Design if_stage, sky130hd; sources not shown.
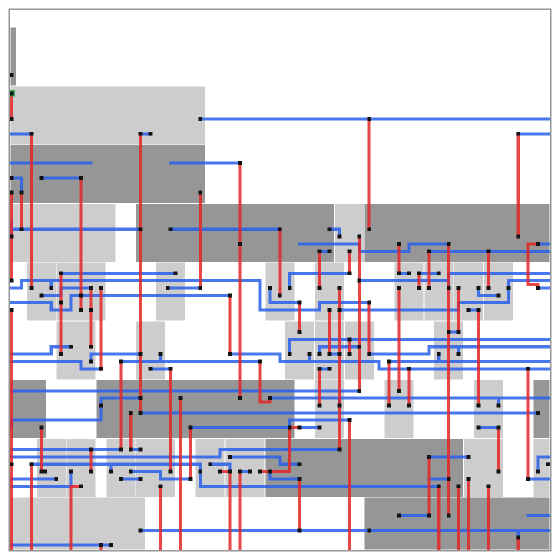
Fig. 1. Close-up of the layout (run 1).
Window x 71 to 96, y 71 to 96 um. Cells in gray, sequential cells in the stronger gray; small squares are vias.
color	layer
red	metal 2
blue	metal 1
green	metal 3
cells with their middle in the window	36
most frequent	nand2_1 (14), nor2_1 (6), dfrtp_1 (6)
sequential cells in the window	6

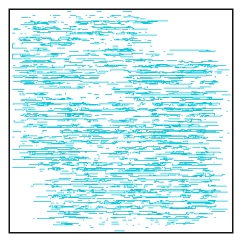
Fig. 2. The metal 1 layer (run 1).
Drawn at 2 px/um.
nets with wire on the layer	857
main direction	horizontal
share of all routed wire	45%
longest straight run	31.3 um
wire length on this layer	7,090 um
via count: 5,440
met1 GRT Util: 0.3529
DRT Wirelength: 15,590 um

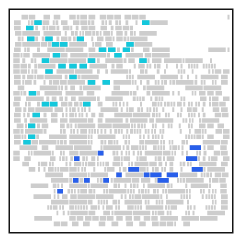
Fig. 3. Logic cells by family (run 1).
Drawn at 2 px/um.
color	family	cells
blue	xor and xnor cells	15
cyan	mux cells	32
most frequent logic cell in the layout: nand2_1
final std cells w/o fill: 1,042
combinational share of cell area: 0.3799

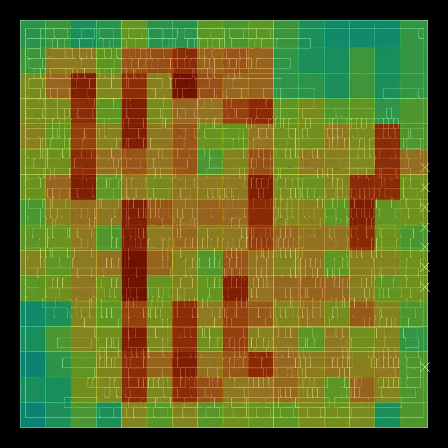
Fig. 4. Routing congestion (run 1).
drt wl/cell: 14.96 um
grt met3 use: 0.04319
GRT busiest layer: met2
Layout Utilization: 0.6693
total track usage: 0.2623

==> job_summary.md, run 1 <==
### Flow metrics

| Metric | Value |
|---|---|
| Status | `complete, but fails checks` |
| Failing checks | `design-rule violations` |
| Most numerous logic cells after layout | `nand2_1, clkdlybuf4s50_1, dfrtp_1` |
| Placed insts | `1,026` |
| Simple Share, Synth | `0.3319` |
| Asr flop ratio synth | `1.000` |
| FF-to-FF path depth | `3` |
| Main logic family | `simple AND/OR/NAND/NOR gates` |
| Clock skew | `0.006180 ns` |
| Ports | `167` |
| Die area | `12,320 um^2` |
| Initial Util | `0.4952` |
| Setup Viol. Count Final | `0` |
| Static Leak | `3.569 nW` |
| Initial antenna violation count | `0` |
| Fraction of layout cells with a size suffix above 1 | `0.1123` |
| Adder share | `0.002194` |
| Core box area | `11,520 um^2` |
| Vias in the first global route | `5,165` |
| Seq/Total Area, Yosys | `0.4300` |
| Slowest cell on crit path | `clkdlybuf4s50_1` |
| Post-CTS sizing | `0` |
| Site Rows | `39` |
| Ys Warns | `0` |
| CP top delay family | `buffers and inverters` |
| CTS clk-pin slew, worst paths | `0.07 ns` |
| Sink Count | `98` |
| Synth mux share | `0.06319` |
| PwrDens | `500.8 nW/um^2` |
| Largest net degree at the start of global routing | `44` |
| Crit path launch type | `input port` |
| Setup tns final | `0 ns` |
| Diode count | `0` |
| Tmin final | `3.373 ns` |
| Fill cells | `972` |
| Ys flops | `98` |
| Cycle use final | `0.9369` |
| Die width | `111 um` |
| DRC | `16` |
| Crit-path cells | `clkdlybuf4s50_1 > nor2_4 > nand2_1 > a21oi_1 > inv_1 > buf_4 > a21oi_1 > clkdlybuf4s50_1` |
| Fmax | `0.2965 GHz` |
| Final Wtd Congestion | `0.9017` |
| Buffers on Ports | `162` |
run 1: synthesized netlist by cell type, drive strengths merged (2+ instances only):
cell	n
nand2	293
mux2	32
a221oi	2
nand3	38
nand3b	8
nor2	97
buf	23
a21boi	3
inv	39
o21ai	9
a211oi	2
o22ai	4
dfrtp	98
clkbuf	14
xor2	15
a21oi	59
a31oi	4
run 1: cell type report:
type	instances	area, um^2	area share
Timing Repair Buffer	172	1709	0.2218
Clock buffer	12	266.5	0.03458
Sequential cell	98	2452	0.3182
Tap cell	143	178.9	0.02321
Clock inverter	4	23.77	0.003084
Multi-Input combinational cell	574	2928	0.3799
Inverter	39	148.9	0.01932
run 1: power breakdown:
part	internal (W)	total, W	switching [W]
Clock	0.000525	0.000947	0.000422
Combinational	0.000629	0.00138	0.000753
Sequential	0.00132	0.00153	0.000210
run 1: worst register-to-register path, stage by stage (launching register included):
cell and delay [ns]:
dfrtp_1 0.50, inv_2 0.13, nand4_2 0.81, mux2_2 0.61
run 1: stage by stage:
step	area (um^2)	utilization	power, W	worst slack (ns)	hold slack, ns
2_1_floorplan	5707	-	0.002309	0.3179	0.4364
6_report	7707	0.6693	0.003860	0.2271	0.4737
4_1_cts	7707	0.6693	0.003878	0.2295	0.4728
5_1_grt	7707	0.6693	0.004065	0.09052	0.4884
3_3_place_gp	7417	0.6441	0.002897	0.2869	0.4509
3_5_place_dp	7417	0.6441	0.002927	0.2610	0.4543
run 1: metal layers:
metal | global-route usage | routed length [um] | vias up
met5 | 0 | 0 | -
met4 | 0.09589 | 260 | 0
met3 | 0.04319 | 937 | 20
met2 | 0.4268 | 7299 | 173
met1 | 0.3529 | 7092 | 2574
li1 | - | - | 2673
Fig. 5: run 1, where the registers sit
Drawn at 4 px/um. Other sequential cells in the stronger gray, the rest of the logic in the fainter gray.
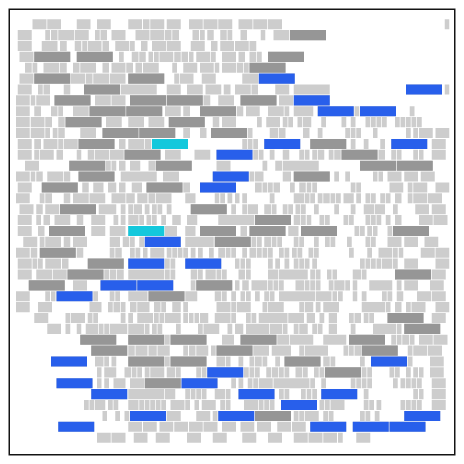

==> run 1 -> run 2 <==
--- a/config.mk
+++ b/config.mk
@@ -6,10 +6,12 @@
 export NUM_CORES = 1
 export LEC_CHECK = 0
 export ABC_AREA = 1
-export CORE_UTILIZATION = 48
+export CORE_MARGIN = 5
+export CORE_UTILIZATION = 44
 export CTS_CLUSTER_SIZE = 8
 export DETAILED_ROUTE_END_ITERATION = 8
-export PLACE_DENSITY = 0.81
+export GPL_TIMING_DRIVEN = 0
+export PLACE_DENSITY = 0.78
 export SLEW_MARGIN = 20
 export SYNTH_ARGS = -nofsm -noshare
 export SYNTH_HDL_FRONTEND = slang
==> constraint.sdc (replaced) <==
create_clock -name clk -period 2.9 [get_ports clk]
set_input_delay 0.58 -clock clk [delete_from_list [all_inputs] [get_ports clk]]
set_output_delay 0.58 -clock clk [all_outputs]
set_load 0.02 [all_outputs]
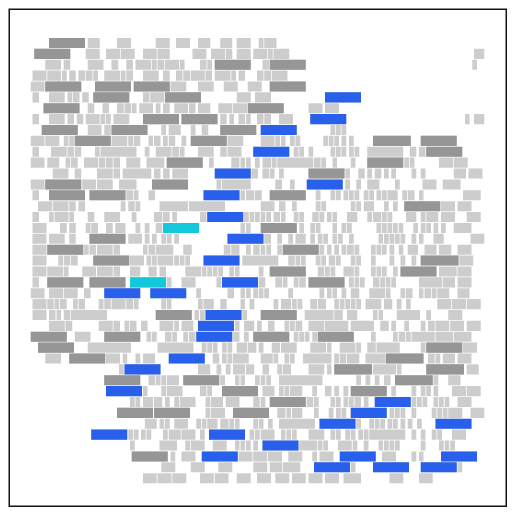
Fig. 6. Where the registers sit (run 2).
Drawn at 4 px/um. Other sequential cells in the stronger gray, the rest of the logic in the fainter gray.
color	netlist name	sequential cells
cyan	`state`	2
blue	`redir_addr`	32
Flop area: 2460 um^2
fraction of area in registers: 0.3124
Layout Utilization: 0.6214
sequential power: 0.00190 W

==> job_summary.md, run 2 <==
### Flow metrics

| Metric | Value |
|---|---|
| Status | `completed` |
| Main logic family | `simple AND/OR/NAND/NOR gates` |
| Router iterations before antenna repair | `4` |
| Post-DP HPWL | `12,920 um` |
| DRC | `0 (-16)` |
| Tool Warnings | `28` |
| DRT Wirelength | `16,840 um (+8.1%)` |
| Most numerous logic cells after layout | `nand2_1, clkdlybuf4s50_1, dfrtp_1` |
| Placed inst area | `7597 um^2 (+2.4%)` |
| Top post-synthesis cells by count | `nand2_1, dfrtp_1, nor2_1` |
| Crit path largest cell delay | `0.55 ns` |
| Required @ worst endpoint | `2.32 ns` |
| Die H | `123.8 um` |
| Final std cells w/o fill | `1,100 (+5.6%)` |
| Ports | `167 (unchanged)` |
| Xor/xnor share | `0.03225` |
| Setup CP Type | `in2out` |
| Tot Pwr | `0.004926 W (+28%)` |
| Complex Gates by Area | `0.08249` |
| Num CTS Buffers | `9` |
| Buffers on Ports | `161 (-0.62%)` |
| Static Leak | `3.826 nW (+7.2%)` |
| Largest type area fraction | `0.4300` |
| Sink Count | `98 (unchanged)` |
| Core box area | `12,670 um^2 (+10%)` |
| Vias in the first global route | `5,356 (+3.7%)` |
| Ys Warns | `0 (unchanged)` |
| Largest net degree at the start of global routing | `33 (-25%)` |
| Hold Crit Depth | `2` |
| CTS H-tree depth | `3` |
| Top cells by area | `dfrtp_1, nand2_1, mux2_2, a21oi_1, nor2_1` |
| Avg Cell Area, Syn | `7.634 um^2` |
| Asr flop ratio synth | `1.000 (unchanged)` |
| Fmax | `0.3553 GHz` |
| Relative slew slack | `0.5691` |
| Overflow left after global routing | `0` |
| Crit-path cells | `clkdlybuf4s50_1 > nand2_1 > a21oi_1 > inv_1 > buf_2 > a21oi_1 > dlygate4sd2_1` |
| Most used cell along the critical path | `a21oi_1` |
| Worst slew pin tran | `0.6464 ns` |
| Final Cell Area | `7874 um^2 (+2.2%)` |
| First DRT Iteration DRCs | `372` |
| Clock latency at the later pin of the worst-skew pair | `0.35 ns` |
| CTS tree | `done` |
| Critical path peak fanout | `10` |
| Final Hold Fails | `0` |
| Count leader, synth | `nand2_1` |
| CTS Hold Bufs | `0` |
| Total track usage | `0.2238 (-0.03848)` |
| CTS clk-pin slew, worst paths | `0.06 ns (about the same)` |
| Number of enable flip-flop cells | `0` |
| Adder share | `0.002194 (unchanged)` |
| Yosys top cell by area | `dfrtp_1` |
| CP top delay family | `buffers and inverters` |
| Fraction of layout cells with a size suffix above 1 | `0.1422 (+0.02989)` |
| PwrDens | `625.6 nW/um^2 (+25%)` |
| Die area | `15,340 um^2 (+24%)` |
| Drt wl/cell | `15.31 um (+2.4%)` |
| Placed insts | `1,084 (+5.7%)` |
| Site Rows | `41 (+5.1%)` |
| Final Wtd Congestion | `0.8902 (-1.3%)` |
| Fill cells | `1,156 (+19%)` |
| FF-to-FF path depth | `8 (+5)` |
| Initial antenna violation count | `0 (unchanged)` |
| CTS root buf | `clkbuf_16` |
| Most frequent logic cell in the layout | `nand2_1` |
| Die width | `123.8 um (+12%)` |
| Clock skew | `0.008184 ns (+0.002004 ns)` |
| Simple Share, Synth | `0.3319 (unchanged)` |
| Tmin final | `2.814 ns` |
| Syn Inst Count | `747` |
| Synth mux share | `0.06319 (unchanged)` |
| Most common reg cell | `dfrtp_1` |
| Initial Util | `0.4501 (-0.04514)` |
| Crit path launch type | `input port` |
| Ys flops | `98 (unchanged)` |
| Setup tns final | `0 ns (unchanged)` |
| Setup Viol. Count Final | `0 (unchanged)` |
| Seq/Total Area, Yosys | `0.4300 (unchanged)` |
| Cycle use final | `0.9705` |
| Slowest cell on crit path | `clkdlybuf4s50_1` |
| Diode count | `0 (unchanged)` |
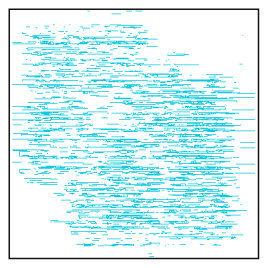
Fig. 7. The metal 1 layer (run 2).
Drawn at 2 px/um.
longest straight run	34.0 um
wire length on this layer	7,100 um
share of all routed wire	42%
nets with wire on the layer	886
via count: 5,519
met1 GRT Util: 0.2845

==> run 2: routing by layer <==
layer  track usage  vias up  share of wire
li1              -     2732              -
met1        0.2845     2588           0.42
met2        0.3670      179           0.47
met3       0.07221       20          0.089
met4       0.06159        0          0.017
met5             0        -              0
==> run 2: cells by family (layout without fill, tap and decap cells) <==
| family | count (synthesis) | count (layout) |
|---|---|---|
| buffers and inverters | 76 | 256 |
| DFF | 98 | 98 |
| and+or+nand+nor | 438 | 438 |
| adders and majority gates | 1 | 1 |
| AOI/OAI and AO/OA | 86 | 86 |
| muxes | 32 | 32 |
| xor gates and xnor gates | 15 | 15 |
| other | 1 | 2 |
==> run 2: area by class of cell <==
type | instances | area (um^2) | area share
repair buffers | 164 | 1620 | 0.2058
clock inverters | 4 | 73.82 | 0.009375
multi-input cells | 574 | 2928 | 0.3718
clock buffers | 12 | 246.5 | 0.03130
well taps | 172 | 215.2 | 0.02733
inverters | 39 | 150.1 | 0.01907
flip-flops and latches | 98 | 2460 | 0.3124
plain buffers | 37 | 180.2 | 0.02288
==> run 2: through the flow <==
step,utilization,hold slack [ns],setup slack (ns)
2_1_floorplan,-,0.4364,0.3357
3_3_place_gp,0.5948,0.4507,-0.1911
3_5_place_dp,0.5996,0.4584,-0.2071
4_1_cts,0.6208,0.4748,0.01086
5_1_grt,0.6214,0.4807,-0.008660
6_report,0.6214,0.4697,0.08554
==> run 2: where the power goes <==
group	switching [W]	internal [W]	leakage, nW	total [W]
sequential	0.000259	0.00164	1.17	0.00190
combinational	0.000952	0.000753	2.50	0.00170
clock	0.000536	0.000783	0.157	0.00132
==> run 2: timing repair <==
item,in CTS,in global routing
setup endpoints to repair,41,35
pin swaps,0,0
buffers inserted,0,0
resized,41,50
Power is estimated from default activity; no workload was simulated.
